==> config.mk <==
export PLATFORM = sky130hd
export DESIGN_NAME = uart_echo_initiator
export DESIGN_NICKNAME = d
export VERILOG_FILES = /design/src/rtl/uart_echo_initiator.sv
export SDC_FILE = /design/constraint.sdc
export NUM_CORES = 1
export LEC_CHECK = 0
export CELL_PAD_IN_SITES_DETAIL_PLACEMENT = 0
export CELL_PAD_IN_SITES_GLOBAL_PLACEMENT = 1
export CORE_UTILIZATION = 32
export DETAILED_ROUTE_END_ITERATION = 8
export PLACE_DENSITY = 0.68
export SLEW_MARGIN = 10
export SYNTH_ARGS = -nofsm -noshare
export SYNTH_HDL_FRONTEND = slang
export SYNTH_SLANG_ARGS = --single-unit
==> constraint.sdc <==
create_clock -name clk -period 5.2 [get_ports clk]
set_clock_uncertainty 0.2 [all_clocks]
set_input_delay 1.04 -clock clk [delete_from_list [all_inputs] [get_ports clk]]
set_output_delay 1.04 -clock clk [all_outputs]
set_load 0.03 [all_outputs]
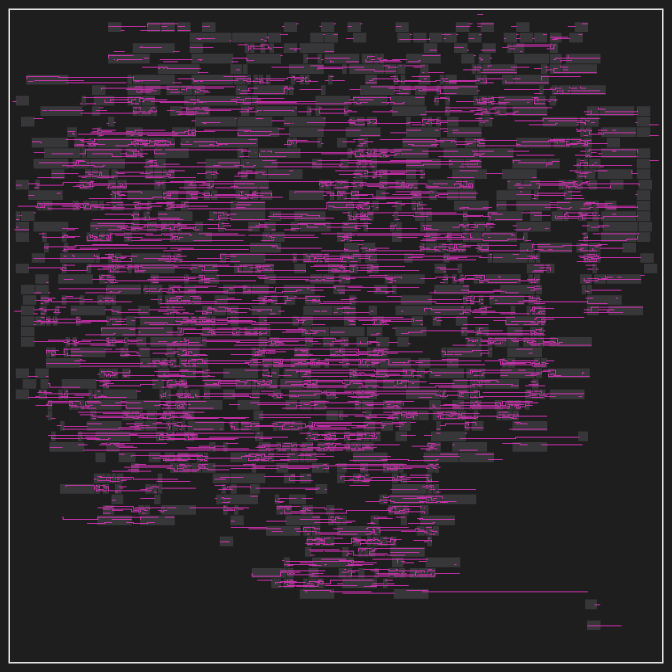
*Signal wires on met1*
Cells faint in the background.
nets with wire on the layer = 984
share of all routed wire = 50%
number of vias in the routed layout: 7322
GR Layer Usage met1: 24.7%

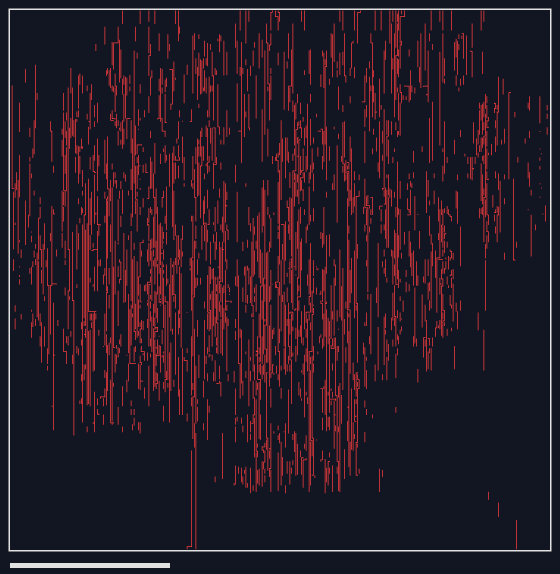
*Signal wires on met2*
Scale bar: 50 um.
longest straight run = 73.1 um
main direction = vertical
nets with wire on the layer = 870
final wirelength: 23800 um
met2 global-route usage: 27.5%

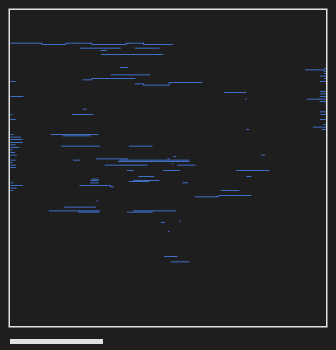
*The metal 3 layer*
Scale bar: 50 um.
share of all routed wire = 3.6%
nets with wire on the layer = 72
longest straight run = 38.2 um
wire length on this layer = 852 um
met3 usage: 3.16%

==> summary.txt <==
Flow results.

- The flow ran to the end, and the final reports show no timing, DRC or antenna violations.
- Counting every sink on the clock net gives 143.
- In this run the biggest area consumer among cell types represents 34.5% of the synthesized area.
- The average via count per standard cell is 5.13.
- The run reported a max-capacitance violation count of 0.
- The worst setup slack after placement is 0.551 ns.
- The total track usage is 17.5%.
- The global router reports that the layer with the highest usage is met2.
- The total net switching power is 0.565 mW.
- The quantity of gates resized following cts is 0.
- At the pin with the least slew margin, the transition time is 0.940 ns.
- Buffers placed on the I/O ports in this run total 73.
- The ratio of total power to cell area is 220 nW/um^2.
- Grouping non-sequential cells by family puts the most area in simple AND/OR/NAND/NOR gates.
- The count of non-CTS buffers in the layout is 95.
- The cell leakage power is 4.49 nW.
- 762 cells are multi-input combinational gates.
- The finished design was reported to have a net count of 1079.
- The worst hold path passes through 0 cells.
- The clock distribution power is 1.16 mW.
- Summed over all sequential cells, the power is 1.13 mW.
- 74 I/O pins were placed.
- The chip occupies 28600 sq um.
- Per the detail_route report, DRC violations left total 0.
- Per the OpenROAD timing report, the critical path contains 13 cells.
- The signed area change from the synthesized netlist to the final layout is 18.9%.
- The synthesis stats list as the most numerous cell nand2_1.
- The required time at the worst endpoint is listed as 5.31 ns.
- The share of flip-flops with an asynchronous set or reset is 88.8%.
- The worst register-to-register path has a setup slack of 0.47 ns.
- The cell class contributing the biggest share of worst-path delay is simple AND/OR/NAND/NOR gates.
- The first global-routing pass estimated 39200 um of wire.
Power is estimated from default activity; no workload was simulated.
